### src/rtl/delay_arb_pkg.sv
// delay_arb_pkg: shared definitions for the delay arbiter slice.
//   state_e      - arbiter FSM state encoding (StIdle=0, StCount=1, StDone=2)
//   US_PER_S     - microseconds per second
//   ticks_per_us - clk cycles per microsecond, never less than one
package delay_arb_pkg;

  typedef enum logic [1:0] {
    StIdle  = 2'd0,
    StCount = 2'd1,
    StDone  = 2'd2
  } state_e;

  localparam int unsigned US_PER_S = 1000000;

  // Clocks slower than 1 MHz still count one cycle per microsecond.
  function automatic int unsigned ticks_per_us(input int unsigned clk_freq);
    return (clk_freq < US_PER_S) ? 1 : clk_freq / US_PER_S;
  endfunction

endpackage

### src/rtl/us_tick_gen.sv
// us_tick_gen: microsecond strobe generator.
// Emits a one-cycle tick every TICKS_PER_US cycles while en is high. The phase
// counter is held at zero while disabled, so the first tick after en rises
// lands exactly TICKS_PER_US cycles after the rise.
// Ports:
//   clk  - clock
//   rst  - asynchronous active-low reset
//   en   - count enable
//   tick - one-cycle pulse at the end of each microsecond
module us_tick_gen #(
  parameter int unsigned TICKS_PER_US = 12
) (
  input  logic clk,
  input  logic rst,
  input  logic en,
  output logic tick
);

  localparam int unsigned PhaseW = $clog2(TICKS_PER_US + 1);
  localparam logic [PhaseW-1:0] PhaseLast = PhaseW'(TICKS_PER_US - 1);

  logic [PhaseW-1:0] phase_q;

  always_ff @(posedge clk or negedge rst) begin
    if (!rst) begin
      phase_q <= '0;
    end else if (!en || phase_q == PhaseLast) begin
      phase_q <= '0;
    end else begin
      phase_q <= phase_q + 1'b1;
    end
  end

  assign tick = en && (phase_q == PhaseLast);

endmodule

### src/rtl/delay_arbiter.sv
// delay_arbiter: round-robin arbiter sharing one microsecond delay timer.
// A requester holds req[i] until its done[i] pulse; the winner owns the timer
// (grant[i] high) for max(1, req_us_i * ticks-per-us) cycles, then done[i]
// pulses for one cycle with grant low. Dropping req during the delay cancels
// it without a done pulse.
// Optional build macro: DELAY_ABORT_EN adds the abort input.
// Ports:
//   clk    - clock
//   rst    - asynchronous active-low reset
//   req    - level request per requester
//   req_us - per-requester delay in us, slice i at [i*CNT_W +: CNT_W]
//   abort  - cancel the active delay (DELAY_ABORT_EN only)
//   grant  - one-hot owner of the timer
//   done   - one-cycle expiry pulse per requester
//   busy   - FSM not idle
module delay_arbiter
  import delay_arb_pkg::*;
#(
  parameter int unsigned CLK_FREQ = 12000000,
  parameter int unsigned NUM_REQ  = 4,
  parameter int unsigned CNT_W    = 20
) (
  input  logic                     clk,
  input  logic                     rst,
  input  logic [NUM_REQ-1:0]       req,
  input  logic [NUM_REQ*CNT_W-1:0] req_us,
`ifdef DELAY_ABORT_EN
  input  logic                     abort,
`endif
  output logic [NUM_REQ-1:0]       grant,
  output logic [NUM_REQ-1:0]       done,
  output logic                     busy
);

  localparam int unsigned TicksPerUs = ticks_per_us(CLK_FREQ);
  localparam int unsigned IdxW       = $clog2(NUM_REQ);

  state_e             state_q;
  logic [IdxW-1:0]    idx_q;
  logic [IdxW-1:0]    last_q;
  logic [IdxW-1:0]    pick;
  logic [CNT_W-1:0]   us_left_q;
  logic [NUM_REQ-1:0] grant_q;
  logic [NUM_REQ-1:0] done_q;
  logic               tick;
  logic               expire;
  logic               stop;

  us_tick_gen #(
    .TICKS_PER_US(TicksPerUs)
  ) u_tick (
    .clk (clk),
    .rst (rst),
    .en  (state_q == StCount),
    .tick(tick)
  );

  // Scan downward so the nearest requester after last_q overwrites the rest.
  always_comb begin
    pick = last_q;
    for (int k = NUM_REQ; k >= 1; k--) begin
      if (req[IdxW'((32'(last_q) + 32'(k)) % NUM_REQ)]) begin
        pick = IdxW'((32'(last_q) + 32'(k)) % NUM_REQ);
      end
    end
  end

  // A zero-us delay expires in the first count cycle.
  assign expire = (us_left_q == '0) || (tick && us_left_q == CNT_W'(1));

`ifdef DELAY_ABORT_EN
  assign stop = !req[idx_q] || abort;
`else
  assign stop = !req[idx_q];
`endif

  always_ff @(posedge clk or negedge rst) begin
    if (!rst) begin
      state_q   <= StIdle;
      idx_q     <= '0;
      last_q    <= IdxW'(NUM_REQ - 1);
      us_left_q <= '0;
      grant_q   <= '0;
      done_q    <= '0;
    end else begin
      done_q <= '0;
      case (state_q)
        StIdle: begin
          if (|req) begin
            state_q   <= StCount;
            idx_q     <= pick;
            grant_q   <= NUM_REQ'(1) << pick;
            us_left_q <= req_us[32'(pick) * CNT_W +: CNT_W];
          end
        end
        StCount: begin
          if (stop) begin
            state_q <= StIdle;
            grant_q <= '0;
            last_q  <= idx_q;
          end else if (expire) begin
            state_q        <= StDone;
            grant_q        <= '0;
            done_q[idx_q]  <= 1'b1;
            last_q         <= idx_q;
          end else if (tick) begin
            us_left_q <= us_left_q - 1'b1;
          end
        end
        StDone: begin
          state_q <= StIdle;
        end
        default: begin
          state_q <= StIdle;
          grant_q <= '0;
        end
      endcase
    end
  end

  assign grant = grant_q;
  assign done  = done_q;
  assign busy  = (state_q != StIdle);

endmodule
### config.mk
export PLATFORM = sky130hd
export DESIGN_NAME = delay_arbiter
export DESIGN_NICKNAME = d
export VERILOG_FILES = /design/src/rtl/delay_arb_pkg.sv /design/src/rtl/us_tick_gen.sv /design/src/rtl/delay_arbiter.sv
export SDC_FILE = /design/constraint.sdc
export NUM_CORES = 1
export LEC_CHECK = 0
export CORE_MARGIN = 2
export CORE_UTILIZATION = 40
export DETAILED_ROUTE_END_ITERATION = 8
export PLACE_DENSITY_LB_ADDON = 0.2
export SLEW_MARGIN = 40
export SYNTH_ARGS = -nofsm -noshare
export SYNTH_HDL_FRONTEND = slang
export SYNTH_HIERARCHICAL = 1
export SYNTH_SLANG_ARGS = --single-unit
### constraint.sdc
create_clock -name clk -period 3.1 [get_ports clk]
set_input_delay 0.62 -clock clk [delete_from_list [all_inputs] [get_ports clk]]
set_output_delay 0.62 -clock clk [all_outputs]
set_load 0.01 [all_outputs]
==> run_1/clock_nets.png <==
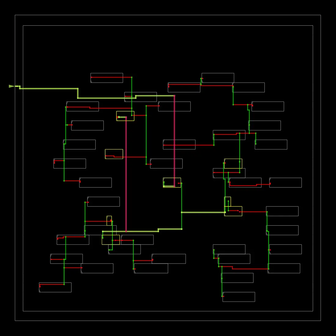
Sink Count: 38
# clk buffers: 7
clk_skew: 11.7 ps

==> run_1/clock_wires.png <==
Drawn at 4 px/µm.
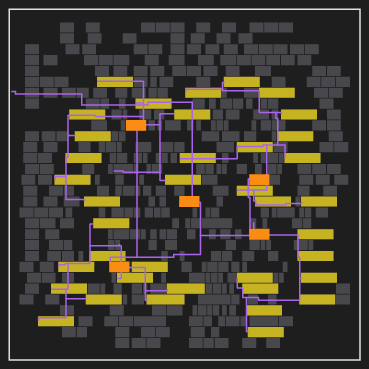
clock wires -> purple  # length 551 µm
clock-net drivers -> orange  # count 5
flip-flops -> yellow  # count 38
routed clock nets = 6
Late-Pin Clk Latency: 300 ps
Clk pwr share: 0.116

==> run_1/m3.png <==
Drawn at 6 px/µm.
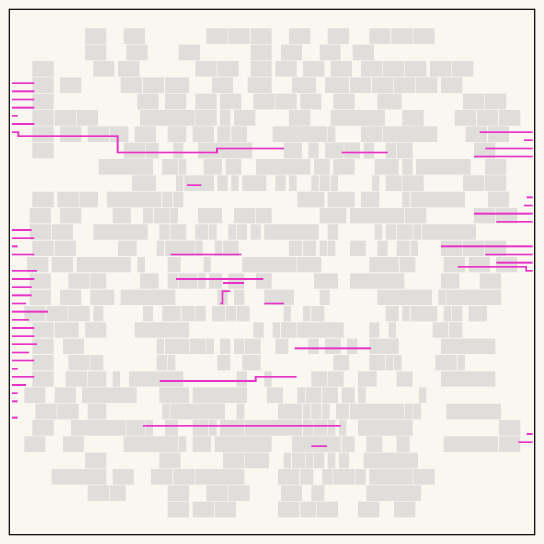
longest straight run = 32.7 µm
main direction = horizontal
nets with wire on the layer = 51
share of all routed wire = 4.5%

==> run_results.csv, run 1 <==
group,metric,value,unit
run_status,outcome,"finished, final reports clean",
placed_design,dp_slack,234,ps
critical_path,crit_chain,"or4_4 > or4_4 > nor4_4 > or3_1 > nor2_4 > a221o_1",
timing,fmax,362,MHz
clock_network,cts_tree,"built",
timing,rsz0062_at_grt,"no",
die,die_h,87.3,µm
worst_hold_path,hold_start,"u_tick/phase_q[0]",
critical_path,critPathArrivalTime,2950,ps
critical_path,startpoint_type,"register",
timing,drv_slew,0,
timing,worst_pin_slew,499,ps
synth,top_logic_kind,"simple AND/OR/NAND/NOR gates",
route,ant_nets,0,
die,die-area,7630,µm²
clock_network,cts_max_path_buffers,2,
pwr,power.total,3.10,mW
synth,adder_share,0.0180,
synth,largest_area_cell,"dfrtp_1",
grt,grt_pass1_vias,2572,
die,row_count,30,
critical_path,worst-setup-path-type,"reg2reg",
synth,ys_ff,38,
route,drc,0,
final_layout,seq_area,953,µm²
die,die_w,87.3,µm
placed_design,place.port_buffers,94,
synth,yosys-top-cells-count,"mux2i_1, dfrtp_1, nand2_1",
final_layout,lay_top_count,"clkdlybuf4s50_1",
grt,grt_pass1_wl,11800,µm
synth,yosys_cells,292,
synth,synth_cell_type_count,61,
timing,slew_headroom,0.667,
synth,yosys_warnings,6,
final_layout,nFillCells,638,
worst_hold_path,holdCritPathClass,"reg2reg",
route,wl,7400,µm
critical_path,path_common_cell,"or4_4",
timing,finalHoldViolations,0,
critical_path,cp_num_cells,6,
route,vias,2666,
critical_path,crit_family,"simple AND/OR/NAND/NOR gates",
critical_path,cpPeakStageDelay,590,ps
synth,ff_type,"dfrtp_1",
final_layout,final_nets,480,
run,warnings,28,
clock_network,clk_pin_slew,80,ps
grt,overflow,0,
synth,area_leaders,"dfrtp_1, mux2i_1, mux2_2",
critical_path,path_max_fanout,9,
grt,grt_max_degree,45,
==> run 1: path summary, 6_finish.rpt <==
| check | slack (ps) | endpoint |
|---|---|---|
| max in group asynchronous | 1980 | last_q[1] |
| min in group asynchronous | 750 | grant[0] |
| max | 330 | us_left_q[7] |
| min reg2reg | 490 | u_tick/phase_q[0] |
| max reg2reg | 330 | us_left_q[7] |
| min | 490 | u_tick/phase_q[0] |
==> run 1: layer usage <==
layer	vias to the layer above	part of all wire	GRT usage	wire length [µm]
met2	62	0.50	0.341	3690
met1	1286	0.45	0.249	3320
met4	0	0.0078	0.0490	58
met3	4	0.044	0.0341	329
met5	-	0	0	0
li1	1314	-	-	-
==> run 1: layout make-up <==
cell class	count	share of cell area
Sequential cell	38	0.243
Multi-Input combinational cell	234	0.439
Clock buffer	7	0.0220
Inverter	6	0.00573
Tap cell	80	0.0255
Timing Repair Buffer	105	0.264
Clock inverter	1	0.00127
==> run 1: kinds of logic after synthesis <==
| logic type | Yosys count |
|---|---|
| and+or+nand+nor | 109 |
| AOI/OAI and AO/OA | 66 |
| muxes | 55 |
| DFF | 38 |
| buffers and inverters | 20 |
| adders and majority gates | 4 |
==> run 1: stage by stage <==
stage | instance area (µm²) | util | hold WS (ps)
floorplan | 2780 | - | 324
finish | 3930 | 0.582 | 491
detailed placement | 3840 | 0.568 | 475
CTS | 3930 | 0.582 | 486
global placement | 3840 | 0.568 | 471
global route | 3930 | 0.582 | 503
==> run 1: where the power goes <==
part	internal, mW	switching (mW)
sequential	0.711	0.233
combinational	0.903	0.890
clock	0.180	0.180
==> run 1: sequential cells by signal, summed over array words and instances, names as in the netlist <==
| name | cells |
|---|---|
| u_tick/phase_q | 4 |
| last_q | 2 |
| us_left_q | 20 |
| state_q | 2 |
| idx_q | 2 |
| grant | 4 |
| done | 4 |
==> run 2: changes to the inputs <==
--- a/config.mk
+++ b/config.mk
@@ -5,7 +5,6 @@
 export SDC_FILE = /design/constraint.sdc
 export NUM_CORES = 1
 export LEC_CHECK = 0
-export CORE_MARGIN = 2
 export CORE_UTILIZATION = 40
 export DETAILED_ROUTE_END_ITERATION = 8
 export PLACE_DENSITY_LB_ADDON = 0.2
==> run_2/clock_wires.png <==
Drawn at 4 px/µm.
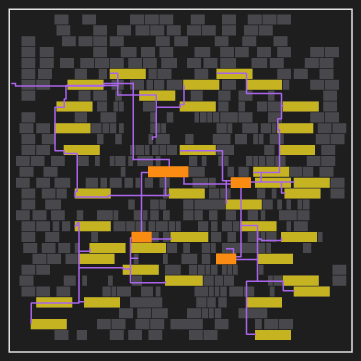
clock-net drivers -> orange  # count 5
flip-flops -> yellow  # count 38
clock wires -> purple  # length 508 µm
routed clock nets = 6
flops lie = widely spread

==> run 2 against run 1 <==
Final cell count stayed put; core utilization is 0.22 points higher; setup slack gained 48 ps; largest cell class unchanged; largest power group unchanged.
==> run_results.csv, run 2 <==
group,metric,value,unit
run_status,outcome,"finished, final reports clean",
clock_network,post_cts_buffers,0,
final_layout,seq_area,953,µm²
die,fp_util,0.411,
synth,largest_area_cell,"dfrtp_1",
route,dr.pass1.iters,4,
grt,grt_pass1_vias,2641,
synth,netlist_area,2780,µm²
critical_path,reg2reg_from,"us_left_q[16]",
clock_network,htree_levels,2,
synth,ff_type,"dfrtp_1",
synth,synth.most_common_cell,"mux2i_1",
route,drc,0,
route,vias,2721,
route,vias_per_cell,5.78,
synth,synth_seq_share,0.343,
final_layout,lay_top_count,"clkdlybuf4s50_1",
clock_network,cts.sink_count,38,
synth,fp_nets,382,
worst_hold_path,min_to,"u_tick/phase_q[0]",
synth,synth_cell_type_count,61,
route,ant_nets,0,
synth,ys_ff,38,
final_layout,final_nets,480,
grt,grt_max_degree,45,
timing,fmax,368,MHz
timing,drv_slew,0,
critical_path,ff2ff_setup_slack,380,ps
critical_path,worst-setup-path-type,"reg2reg",
synth,yosys-top-cells-count,"mux2i_1, dfrtp_1, nand2_1",
final_layout,final-comb-area,1730,µm²
critical_path,timing.rr.end,"us_left_q[2]",
critical_path,crit_family,"simple AND/OR/NAND/NOR gates",
clock_network,cts_root_buffer,"clkbuf_8",
synth,netlist_instances,292,
final_layout,regMostFlops,"us_left_q",
die,die_w,85.3,µm
final_layout,drive_above_1_share,0.125,
timing,finalHoldViolations,0,
die,die-area,7280,µm²
run,warnings,28,
critical_path,path_common_cell,"or4_4",
synth,yosys_warnings,6,
pwr,power.density,800,nW/µm²
clock_network,cts_max_path_buffers,2,
placed_design,place.port_buffers,94,
die,row_count,30,
worst_hold_path,holdCritPathClass,"reg2reg",
synth,yosys_area,2780,µm²
clock_network,cts_tree,"built",
final_layout,largest_reg_flops,20,
route,wl,7440,µm
synth,yosys_cells,292,
timing,worst_pin_slew,489,ps
final_layout,antenna_cells,0,
timing,slew_headroom,0.674,
grt,overflow,0,
timing,timing.final.ws_setup,382,ps
worst_hold_path,whs_path_depth,1,
grt,grt_pass1_wl,12400,µm
critical_path,crit_chain,"or4_4 > or4_4 > o311a_2 > nand2_2 > nor3b_1 > a221o_1",
critical_path,cpPeakStageDelay,580,ps
critical_path,critPathArrivalTime,2890,ps
critical_path,path_max_fanout,13,
synth,synth.avg_cell_area,9.51,µm²
final_layout,nFillCells,653,
worst_hold_path,hold_start,"u_tick/phase_q[0]",
placed_design,dp_slack,208,ps
pwr,power.total,3.16,mW
synth,area_leaders,"dfrtp_1, mux2i_1, mux2_2",
timing,rsz0062_at_grt,"no",
die,die_h,85.3,µm
timing,fin_setup_tns,0,ps
final_layout,lay_top_cells,"clkdlybuf4s50_1, mux2i_1, dfrtp_1",
clock_network,clk_pin_slew,80,ps
critical_path,startpoint_type,"register",
grt,grt_usage,0.213,
==> run_2/clock_nets.png <==
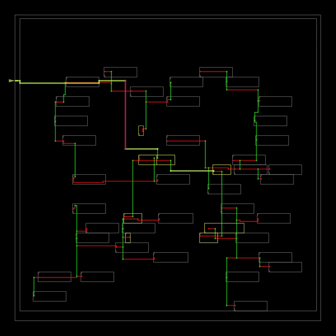
Late-Pin Clk Latency: 290 ps
flop count: 38
Clock group: 410 µW
clk_skew: 13.3 ps
total CTS buffers: 5

[run 2: cell count changes in the layout (fill, tap and decap cells not counted), sizes merged]
cell / delta
bufinv: +1
clkinv: -1
[run 2: worst max path at each step]
stage	start	to	depth (start not counted)	slack, ps
6_report	us_left_q[16]	us_left_q[2]	6	380
5_1_grt	us_left_q[16]	us_left_q[19]	6	240
4_1_cts	us_left_q[16]	us_left_q[19]	6	380
3_5_place_dp	req[1]	us_left_q[12]	6	210
3_3_place_gp	req[1]	us_left_q[12]	6	310
2_1_floorplan	state_q[1]	us_left_q[14]	10	430
[run 2: power breakdown]
part | switching, mW | internal, mW
logic | 0.896 | 0.905
clock network | 0.169 | 0.241
registers | 0.236 | 0.711
total | 1.30 | 1.86
[run 2: logic make-up after synthesis]
family | count (synthesis) | synth area share
compound gates | 66 | 0.176
fa+ha+maj | 4 | 0.0180
buf+inv | 20 | 0.0369
flops | 38 | 0.343
mux | 55 | 0.211
simple gates | 109 | 0.214
[run 2: cell type report]
type                       count  share of cell area
multi-input combinational    234               0.438
timing repair buffer         105               0.263
sequential                    38               0.242
tap                           80              0.0254
clock buffer                   7              0.0193
clock inverter                 1             0.00761
inverter                       6             0.00571
[run 2: per-layer routing]
| metal | part of all wire | wire length (µm) | GRT usage |
|---|---|---|---|
| met1 | 0.44 | 3240 | 0.278 |
| met2 | 0.51 | 3790 | 0.374 |
| met3 | 0.049 | 366 | 0.0360 |
| met4 | 0.0054 | 40 | 0.0409 |
| met5 | 0 | 0 | 0 |
[run 2: stage by stage]
stage               std cells  utilization  hold slack (ps)  cell area, µm²
floorplan                 292            -              324            2780
global placement          463        0.568              470            3840
detailed placement        463        0.568              478            3840
CTS                       471        0.584              488            3950
global route              471        0.584              512            3950
finish                    471        0.584              490            3950
==> run 3: changes to the inputs <==
--- a/config.mk
+++ b/config.mk
@@ -5,7 +5,7 @@
 export SDC_FILE = /design/constraint.sdc
 export NUM_CORES = 1
 export LEC_CHECK = 0
-export CORE_UTILIZATION = 40
+export CORE_UTILIZATION = 44
 export DETAILED_ROUTE_END_ITERATION = 8
 export PLACE_DENSITY_LB_ADDON = 0.2
 export SLEW_MARGIN = 40
==> run_3/clock_wires.png <==
Drawn at 4 px/µm.
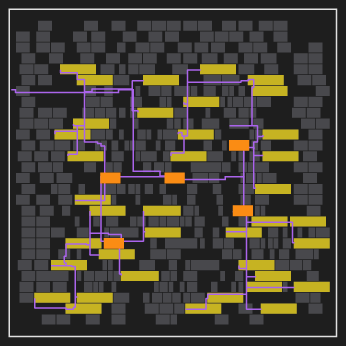
clock-net drivers -> orange  # count 5
clock wires -> purple  # length 502 µm
flip-flops -> yellow  # count 38
routed clock nets = 6

==> run 3 against run 2 <==
Total power shrank 1.4%; via count shrank 0.33%; synthesized cell count is the same; final cell count shrank 1.1%; global-route usage grew 2.1 points; non-clock buffer count is the same; critical path depth is the same; first-iteration DRC count shrank 27%; sequential share of layout area grew 0.054 points; register-to-register slack lost 20 ps; routed wire length is essentially flat; count of clock-buffer cells in the layout is the same; largest cell class unchanged; largest power group unchanged; highest routed layer unchanged.
==> run_results.csv, run 3 <==
group,metric,value,unit
route,wl,7430,µm
final_layout,regMostFlops,"us_left_q",
timing,slew_headroom,0.670,
critical_path,ff2ff_setup_slack,360,ps
final_layout,largest_reg_flops,20,
grt,grt_pass1_wl,11800,µm
route,vias,2712,
critical_path,crit_chain,"or4_4 > or4_4 > o311a_2 > nand2_2 > nor2_1 > a311oi_1",
final_layout,drive_above_1_share,0.128,
synth,synth_seq_share,0.343,
timing,drv_slew,0,
timing,fmax,365,MHz
pwr,power.density,791,nW/µm²
clock_network,htree_levels,2,
final_layout,fin_cells,466,
synth,netlist_area,2780,µm²
synth,fp_nets,382,
pwr,pwr-share-clk,0.113,
timing,fin_skew,5.81,ps
route,ant_nets,0,
timing,finalHoldViolations,0,
final_layout,lay_top_count,"clkdlybuf4s50_1",
grt,grt_max_degree,45,
critical_path,worst-setup-path-type,"reg2reg",
timing,worst_pin_slew,494,ps
synth,synth.avg_cell_area,9.51,µm²
synth,yosys-top-cells-count,"mux2i_1, dfrtp_1, nand2_1",
clock_network,clk_pin_slew,70,ps
die,row_count,28,
clock_network,cts_made_buffers,5,
run_status,outcome,"finished, final reports clean",
critical_path,crit_family,"simple AND/OR/NAND/NOR gates",
pwr,p_sw_frac,0.418,
placed_design,dp.cells,458,
synth,yosys_cells,292,
grt,grt_usage,0.234,
route,vias_per_cell,5.82,
critical_path,critPathArrivalTime,2930,ps
route,dr.pass1.iters,4,
pwr,pg_comb,1.82,mW
timing,fin_setup_tns,0,ps
synth,yosys_warnings,6,
placed_design,place.port_buffers,94,
grt,grt_pass1_vias,2575,
pwr,powerSeq,937,µW
pwr,power.total,3.11,mW
critical_path,cpPeakStageDelay,580,ps
grt,overflow,0,
timing,rsz0062_at_grt,"no",
clock_network,cts.sink_count,38,
critical_path,startpoint_type,"register",
synth,area_leaders,"dfrtp_1, mux2i_1, mux2_2",
die,die-area,6630,µm²
pwr,clock_power,353,µW
clock_network,clock.latency.late_pin,290,ps
run,warnings,28,
final_layout,final_nets,480,
synth,netlist_instances,292,
pwr,power_leader,"combinational logic",
route,drc,0,
==> run_3/util_map.png <==
Drawn at 4 px/µm. 8 x 8 tiles, from white (low) to dark blue (high), 0 to 100% covered.
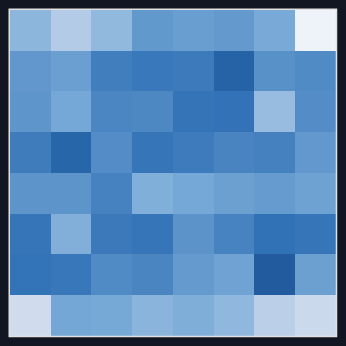
mean over tiles = 58%
tiles over 75% full = 4.7%
fullest tile = 82%
Initial Utilization: 0.464
Final Core Density: 0.657
Core Region: 5990 µm²

[run 3: final cells by class]
class	count	area, µm²
sequential	38	953
multi-input combinational	234	1730
clock buffer	7	86.3
tap	75	93.8
timing repair buffer	105	1050
clock inverter	1	5.00
inverter	6	22.5
fill	533	2050
[run 3: cell families (layout without fill, tap and decap cells)]
family | after synthesis | after routing | synth area share
and+or+nand+nor | 109 | 109 | 0.214
DFF | 38 | 38 | 0.343
AOI/OAI and AO/OA | 66 | 66 | 0.176
buffers and inverters | 20 | 119 | 0.0369
muxes | 55 | 55 | 0.211
adders and majority gates | 4 | 4 | 0.0180
[run 3: stage by stage]
stage / instance area, µm² / util / setup slack, ps / hold slack (ps)
after floorplan: 2780 / - / 431 / 324
after global placement: 3840 / 0.642 / 297 / 471
after detailed placement: 3840 / 0.642 / 234 / 474
after CTS: 3940 / 0.657 / 377 / 489
after global routing: 3940 / 0.657 / 228 / 509
final: 3940 / 0.657 / 360 / 482
[run 3: path summary, 6_finish.rpt]
check | startpoint | endpoint | cells after the start
worst max-delay path | us_left_q[16] | us_left_q[19] | 6
worst min-delay path | u_tick/phase_q[0] | u_tick/phase_q[0] | 1
worst max register to register | us_left_q[16] | us_left_q[19] | 6
worst min register to register | u_tick/phase_q[0] | u_tick/phase_q[0] | 1
max in group asynchronous | rst | last_q[0] | 2
min in group asynchronous | rst | u_tick/phase_q[3] | 2
[run 3: layer usage]
metal | vias up | wire (µm) | GRT usage
met2 | 83 | 3590 | 0.393
met1 | 1306 | 3410 | 0.313
met5 | - | 0 | 0
met4 | 0 | 57 | 0.0500
li1 | 1315 | - | -
met3 | 8 | 370 | 0.0422
[run 3: worst reg2reg max path, delay by kind of cell (launching register included)]
kind / cells / cell delay, ps
simple gates: 4 / 1510
compound gates: 2 / 730
flops: 1 / 400

==> screenshots <==
M1 wires.
Drawn at 3 px/µm. Supply wires on this layer in grey.
panel A
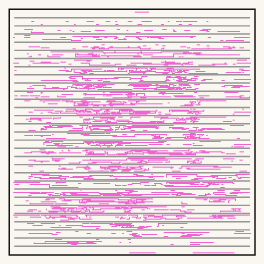
panel B
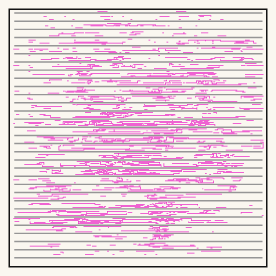
panel A -> run 3
panel B -> run 2

Key to panel A:
main direction = horizontal
longest straight run = 26.2 µm
nets with wire on the layer = 418
wire length on this layer = 3,410 µm
share of all routed wire = 46%

Power is estimated from default activity; no workload was simulated.
